--- config.mk ---
export PLATFORM = sky130hd
export DESIGN_NAME = encoder_emulator
export DESIGN_NICKNAME = d
export VERILOG_FILES = /design/src/rtl/encoder_emulator.sv
export SDC_FILE = /design/constraint.sdc
export NUM_CORES = 1
export LEC_CHECK = 0
export CAP_MARGIN = 25
export CORE_MARGIN = 5
export CORE_UTILIZATION = 25
export DETAILED_ROUTE_END_ITERATION = 6
export HOLD_SLACK_MARGIN = 0.1
export PLACE_DENSITY_LB_ADDON = 0.08
export SLEW_MARGIN = 5
export SYNTH_ARGS = -nofsm -noshare
export SYNTH_HDL_FRONTEND = slang
export SYNTH_SLANG_ARGS = --single-unit
export TNS_END_PERCENT = 50
--- constraint.sdc ---
create_clock -name clk -period 2.4 [get_ports clk]
set_clock_uncertainty 0.2 [all_clocks]
set_input_delay 0.48 -clock clk [delete_from_list [all_inputs] [get_ports clk]]
set_output_delay 0.48 -clock clk [all_outputs]
set_load 0.02 [all_outputs]
--- src/rtl/encoder_emulator.sv ---
// Quadrature encoder / contact model: one accepted step gives one A/B transition, optional LFSR bounce burst, then a settle hold.
// Latency: moving line changes 1 cycle after acceptance; step_ready drops for BOUNCE_CYCLES+STEP_CYCLES cycles per step.
module encoder_emulator #(
    parameter int         STEP_CYCLES   = 64,
    parameter int         BOUNCE_CYCLES = 8,
    parameter logic [7:0] LFSR_SEED     = 8'hA5
) (
    input  logic       clk,
    input  logic       reset_n,
    input  logic       step_valid,
    input  logic       step_dir,
    input  logic       bounce_en,
    output logic       step_ready,
    output logic       enc_a,
    output logic       enc_b,
    output logic       busy,
    output logic [7:0] position
);

    localparam int MAX_CYC = (STEP_CYCLES > BOUNCE_CYCLES) ? STEP_CYCLES : BOUNCE_CYCLES;
    localparam int CNT_W   = $clog2(MAX_CYC + 1);
    localparam logic [CNT_W-1:0] STEP_LOAD   = CNT_W'(STEP_CYCLES - 1);
    localparam logic [CNT_W-1:0] BOUNCE_LOAD = CNT_W'((BOUNCE_CYCLES > 0) ? BOUNCE_CYCLES - 1 : 0);
    localparam logic             HAS_BOUNCE  = (BOUNCE_CYCLES > 0);

    typedef enum logic [1:0] {
        IDLE   = 2'd0,
        BOUNCE = 2'd1,
        SETTLE = 2'd2
    } state_t;

    state_t           r_state;
    state_t           w_state_nxt;
    logic [CNT_W-1:0] r_cnt;
    logic [CNT_W-1:0] w_cnt_nxt;
    logic [7:0]       r_lfsr;
    logic [7:0]       w_lfsr_nxt;
    logic [7:0]       r_pos;
    logic [7:0]       w_pos_nxt;
    logic             r_a;
    logic             r_b;
    logic             w_a_nxt;
    logic             w_b_nxt;
    logic             r_move_a;
    logic             w_move_a_nxt;
    logic             r_final;
    logic             w_final_nxt;
    logic             r_ready;
    logic             w_ready_nxt;
    logic             w_drive_en;
    logic             w_drive_val;
    logic             w_accept;
    logic             w_go_bounce;
    logic             w_cnt_zero;
    logic             w_sel_a;

    assign w_accept    = step_valid & r_ready;
    assign w_go_bounce = bounce_en & HAS_BOUNCE;
    assign w_cnt_zero  = (r_cnt == '0);
    // Gray stepping: CW moves A when A==B, CCW moves A when A!=B.
    assign w_sel_a     = ((r_a == r_b) == step_dir);
    assign w_lfsr_nxt  = {r_lfsr[6:0], r_lfsr[7] ^ r_lfsr[5] ^ r_lfsr[4] ^ r_lfsr[3]};

    always_ff @(posedge clk or negedge reset_n) begin
        if (!reset_n) begin
            r_state <= IDLE;
        end else begin
            r_state <= w_state_nxt;
        end
    end

    always_comb begin
        w_state_nxt = r_state;
        case (r_state)
            IDLE: begin
                if (w_accept) begin
                    w_state_nxt = w_go_bounce ? BOUNCE : SETTLE;
                end
            end
            BOUNCE: begin
                if (w_cnt_zero) begin
                    w_state_nxt = SETTLE;
                end
            end
            SETTLE: begin
                if (w_cnt_zero) begin
                    w_state_nxt = IDLE;
                end
            end
            default: w_state_nxt = IDLE;
        endcase
    end

    always_comb begin
        w_cnt_nxt    = r_cnt;
        w_pos_nxt    = r_pos;
        w_move_a_nxt = r_move_a;
        w_final_nxt  = r_final;
        w_drive_en   = 1'b0;
        w_drive_val  = r_final;
        case (r_state)
            IDLE: begin
                if (w_accept) begin
                    w_pos_nxt    = step_dir ? r_pos + 8'd1 : r_pos - 8'd1;
                    w_move_a_nxt = w_sel_a;
                    w_final_nxt  = w_sel_a ? ~r_a : ~r_b;
                    w_drive_en   = 1'b1;
                    if (w_go_bounce) begin
                        w_cnt_nxt   = BOUNCE_LOAD;
                        w_drive_val = w_lfsr_nxt[0];
                    end else begin
                        w_cnt_nxt   = STEP_LOAD;
                        w_drive_val = w_final_nxt;
                    end
                end
            end
            BOUNCE: begin
                w_drive_en = 1'b1;
                if (w_cnt_zero) begin
                    w_cnt_nxt   = STEP_LOAD;
                    w_drive_val = r_final;
                end else begin
                    w_cnt_nxt   = r_cnt - CNT_W'(1);
                    w_drive_val = w_lfsr_nxt[0];
                end
            end
            SETTLE: begin
                if (!w_cnt_zero) begin
                    w_cnt_nxt = r_cnt - CNT_W'(1);
                end
            end
            default: w_cnt_nxt = '0;
        endcase
        w_a_nxt     = (w_drive_en && w_move_a_nxt)  ? w_drive_val : r_a;
        w_b_nxt     = (w_drive_en && !w_move_a_nxt) ? w_drive_val : r_b;
        w_ready_nxt = (w_state_nxt == IDLE);
    end

    always_ff @(posedge clk or negedge reset_n) begin
        if (!reset_n) begin
            r_cnt    <= '0;
            r_lfsr   <= LFSR_SEED;
            r_pos    <= 8'd0;
            r_a      <= 1'b0;
            r_b      <= 1'b0;
            r_move_a <= 1'b0;
            r_final  <= 1'b0;
            r_ready  <= 1'b1;
        end else begin
            r_cnt    <= w_cnt_nxt;
            r_lfsr   <= w_lfsr_nxt;
            r_pos    <= w_pos_nxt;
            r_a      <= w_a_nxt;
            r_b      <= w_b_nxt;
            r_move_a <= w_move_a_nxt;
            r_final  <= w_final_nxt;
            r_ready  <= w_ready_nxt;
        end
    end

    assign step_ready = r_ready;
    assign busy       = ~r_ready;
    assign enc_a      = r_a;
    assign enc_b      = r_b;
    assign position   = r_pos;

endmodule

==> flow_summary.ini <==
; generated from flow reports
[power]
p_int_mw = 0.8179
seqPwrFrac_pct = 48.8
power.net_switching_mw = 0.2194
pwr-share-clk_pct = 46.6
p_sw_share_pct = 21.15
ir_drop_uv = 146.1

[timing]
report.final.setup_viol = 0
rsz0062_at_grt = no
fin_hold_ws_ps = 157.6
final.period_utilization_pct = 93.41
slew_headroom_pct = 73.16
fmax_ghz = 0.4460
report.final.slew_viol_count = 0
layout_min_cycle_time_ps = 2242

[min_path]
hp-class = flip-flop to flip-flop

[synth]
postSynthCellCount = 173
ys_ff = 30
yosys_warnings = 0
yosys.cell_types.count = 45
ys_chip_area_sq_um = 1743
ys_cells = 173
syn_area_sq_um = 1743
syn_nets = 187
synth-edff-count = 0
ff_type = dfrtp_1
synthArstFlopShare_pct = 100.0

[global_routing]
grt_start_max_net_pins = 31
grt-ovfl-total = 0
grtUsageMet2_pct = 18.34
grt_util_met3_pct = 3.218
top_usage_layer = met2
antenna_found_initial = 0

[worst_setup_path]
critPathMaxStageDelay_ps = 450
path_class = primary input to flip-flop
crit_fanout = 8
end_kind = flip-flop
crit_buf_inv = 2
r2r_slack_ps = 240
arrival_ps = 2210

[cts]
clockBufferDepth = 2
postCtsSetupBuffers = 0
clock_sinks = 30
cts-root-buf = clkbuf_8
tritoncts = yes
htreeDepth = 2
postCtsResizedCells = 3
holdBufCountCts = 0

[floorplan]
fp.dieW_um = 93.50
chipArea_sq_um = 8741
die_h_um = 93.50
ioPinCount = 17

[flow_run]
drv_cap = 0

[drt]
drtIter0Drc = 28
vias = 1382
wl_mm = 4.063
wire_per_inst_um = 13.11
avgViaCountPerCell = 4.458

[place]
io_buffers = 16
routabilityCongestion = 0.7962
dp_hpwl_mm = 3.016

[layout]
antenna_cells = 0
nFillCells = 696
finalNetCount = 227
drive_gt1_share_pct = 25.70
final_layout_top_logic_cells = dfrtp_1, buf_4, nand2_1

[outcome]
status = finished, final reports clean
[flip-flops by register name, summed over array words and instances (netlist names)]
signal / flops
r_lfsr: 8
step_ready: 1
r_move_a: 1
position: 8
r_cnt: 7
r_state: 2
r_final: 1
enc_b: 1
enc_a: 1
[metal layers]
layer | wire length [um] | vias to the layer above
met1 | 1787 | 662
met4 | 48 | 0
met3 | 147 | 5
met5 | 0 | -
li1 | - | 693
met2 | 2080 | 22
[area by class of cell]
type                            instances  area [sq um]  share of cell area [%]
Tap cell                               96         120.1                   5.286
Sequential cell                        30         757.0                   33.31
Timing Repair Buffer                   40         339.1                   14.92
Multi-Input combinational cell        126         908.4                   39.98
Clock buffer                            8         110.1                   4.846
Inverter                               10         37.54                   1.652
[worst paths after layout]
path                                 from           to  cells past startpoint
worst max-delay path             step_dir  position[7]                      8
max in group asynchronous         reset_n    r_lfsr[2]                      2
min in group asynchronous         reset_n  position[1]                      2
worst max register to register   r_cnt[2]        enc_b                      5
worst min-delay path            r_lfsr[1]    r_lfsr[2]                      0
worst min register to register  r_lfsr[1]    r_lfsr[2]                      0
[power by group through the flow]
stage	Sequential (mW)	Combinational (mW)	Clock, mW
4_1_cts	0.506	0.0500	0.506
3_5_place_dp	0.515	0.0499	0
2_1_floorplan	0.515	0.0157	0
5_1_grt	0.505	0.0549	0.536
3_3_place_gp	0.515	0.0486	0
6_report	0.506	0.0481	0.483
[synth_stat cells (all sizes together) (2+ instances only)]
master	number	area [sq um]
a211oi	3	27.52
a21o	3	23.77
a21oi	14	70.07
a222oi	2	20.02
and3	2	13.77
buf	3	30.03
clkbuf	4	15.01
dfrtp	25	625.6
dfstp	5	131.4
ha	8	100.1
inv	10	37.54
mux2	4	45.04
mux2i	2	20.02
nand2	18	67.56
nand2b	4	25.02
nand3	2	15.01
nor2	9	33.78
nor3	2	10.01
nor3b	3	22.52
o21ai	13	76.33
o22ai	3	18.77
o2bb2ai	2	17.52
o311ai	2	17.52
or2	2	12.51
xnor2	13	113.9
xor2	2	17.52
[per-stage QoR]
step | worst slack, ps | area (sq um) | instances | total power [mW] | utilization (%)
floorplan | 45.74 | 1743 | 173 | 0.5309 | -
global placement | -486.6 | 2158 | 302 | 0.5638 | 31.77
detailed placement | -500.3 | 2158 | 302 | 0.5651 | 31.77
CTS | 166.3 | 2272 | 310 | 1.062 | 33.44
global route | 29.55 | 2272 | 310 | 1.096 | 33.44
finish | 158.0 | 2272 | 310 | 1.037 | 33.44
[kinds of logic after synthesis]
group	count (synthesis)	share of synthesized area [%]
buf+inv	17	4.738
flops	30	43.43
compound gates	46	17.59
mux	6	3.733
simple gates	50	16.08
xor+xnor	15	7.538
fa+ha+maj	9	6.892
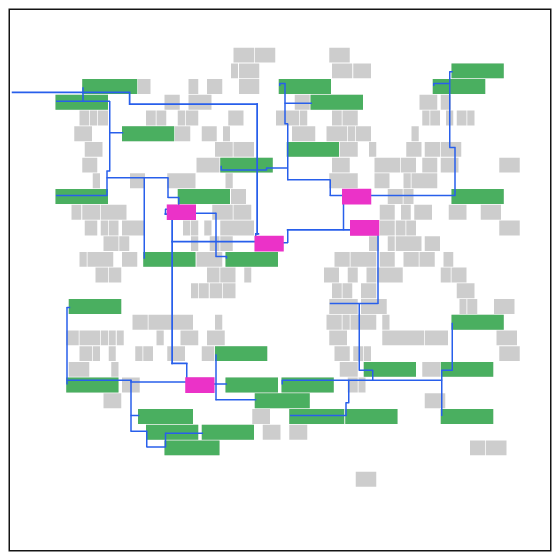
(routed clock nets over the placement)
[green] flip-flops | count: 30
[magenta] cells driving clock nets | count: 5
[blue] clock wires | length: 506 um
flops lie: all over the die

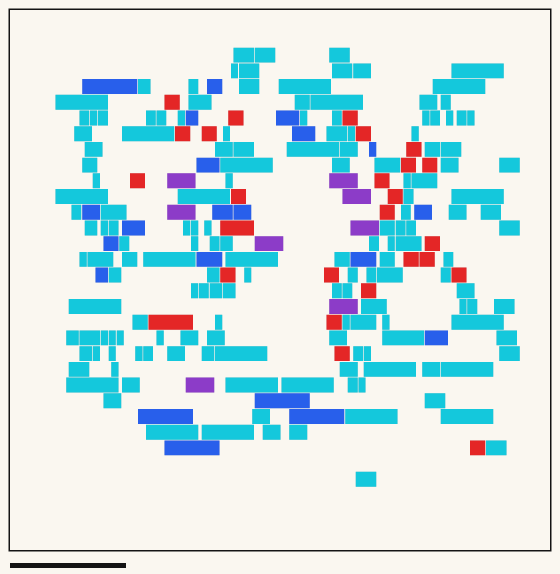
(drive-strength map)
Bar = 20 um.
| color | size | cells |
|---|---|---|
| red | drive 3 to 4 | 26 |
| blue | drive 2 | 21 |
| purple | drive 6 and up | 8 |
| cyan | drive 1 or less | 159 |
post-route setup slack: 158.0 ps
area grow syn2layout: 30.37%
Finished Cell Area: 2272 sq um

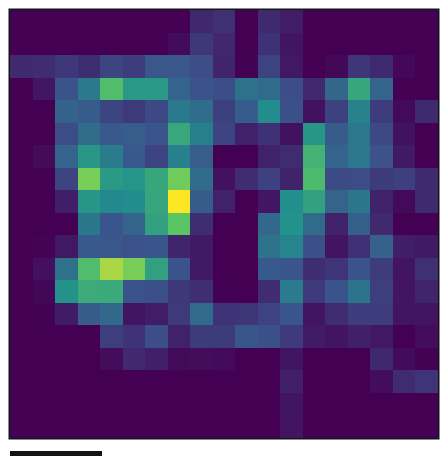
(routed metal per tile)
Bar = 20 um. 19 x 19 tiles, from dark purple (low) to yellow (high), scaled to the fullest tile. Values are wire area over tile area, all layers added.
tiles over half the peak: 7.8%
densest ninth of the die: west
mean over tiles: 0.072
nearly empty tiles: 37%

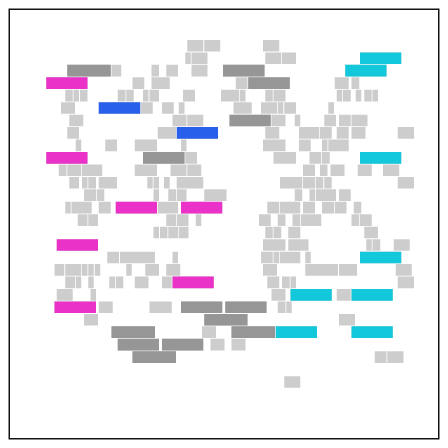
(register map, names as in the netlist)
Other sequential cells in the stronger gray, the rest of the logic in the fainter gray.
| color | netlist name | flops |
|---|---|---|
| cyan | position | 8 |
| blue | r_state | 2 |
| magenta | r_cnt | 7 |
register area: 757.0 sq um
Flop+latch power: 0.506 mW
post-layout util: 33.44%

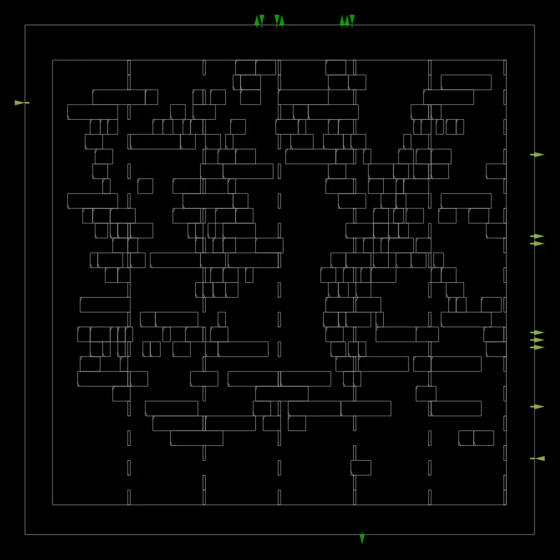
(placement view)
core area: 6794 sq um
Rows: 30
fraction of area in registers: 33.31%
flop count: 30
tap cells: 96

No activity file was given, so power comes from the tool's default toggle rates.
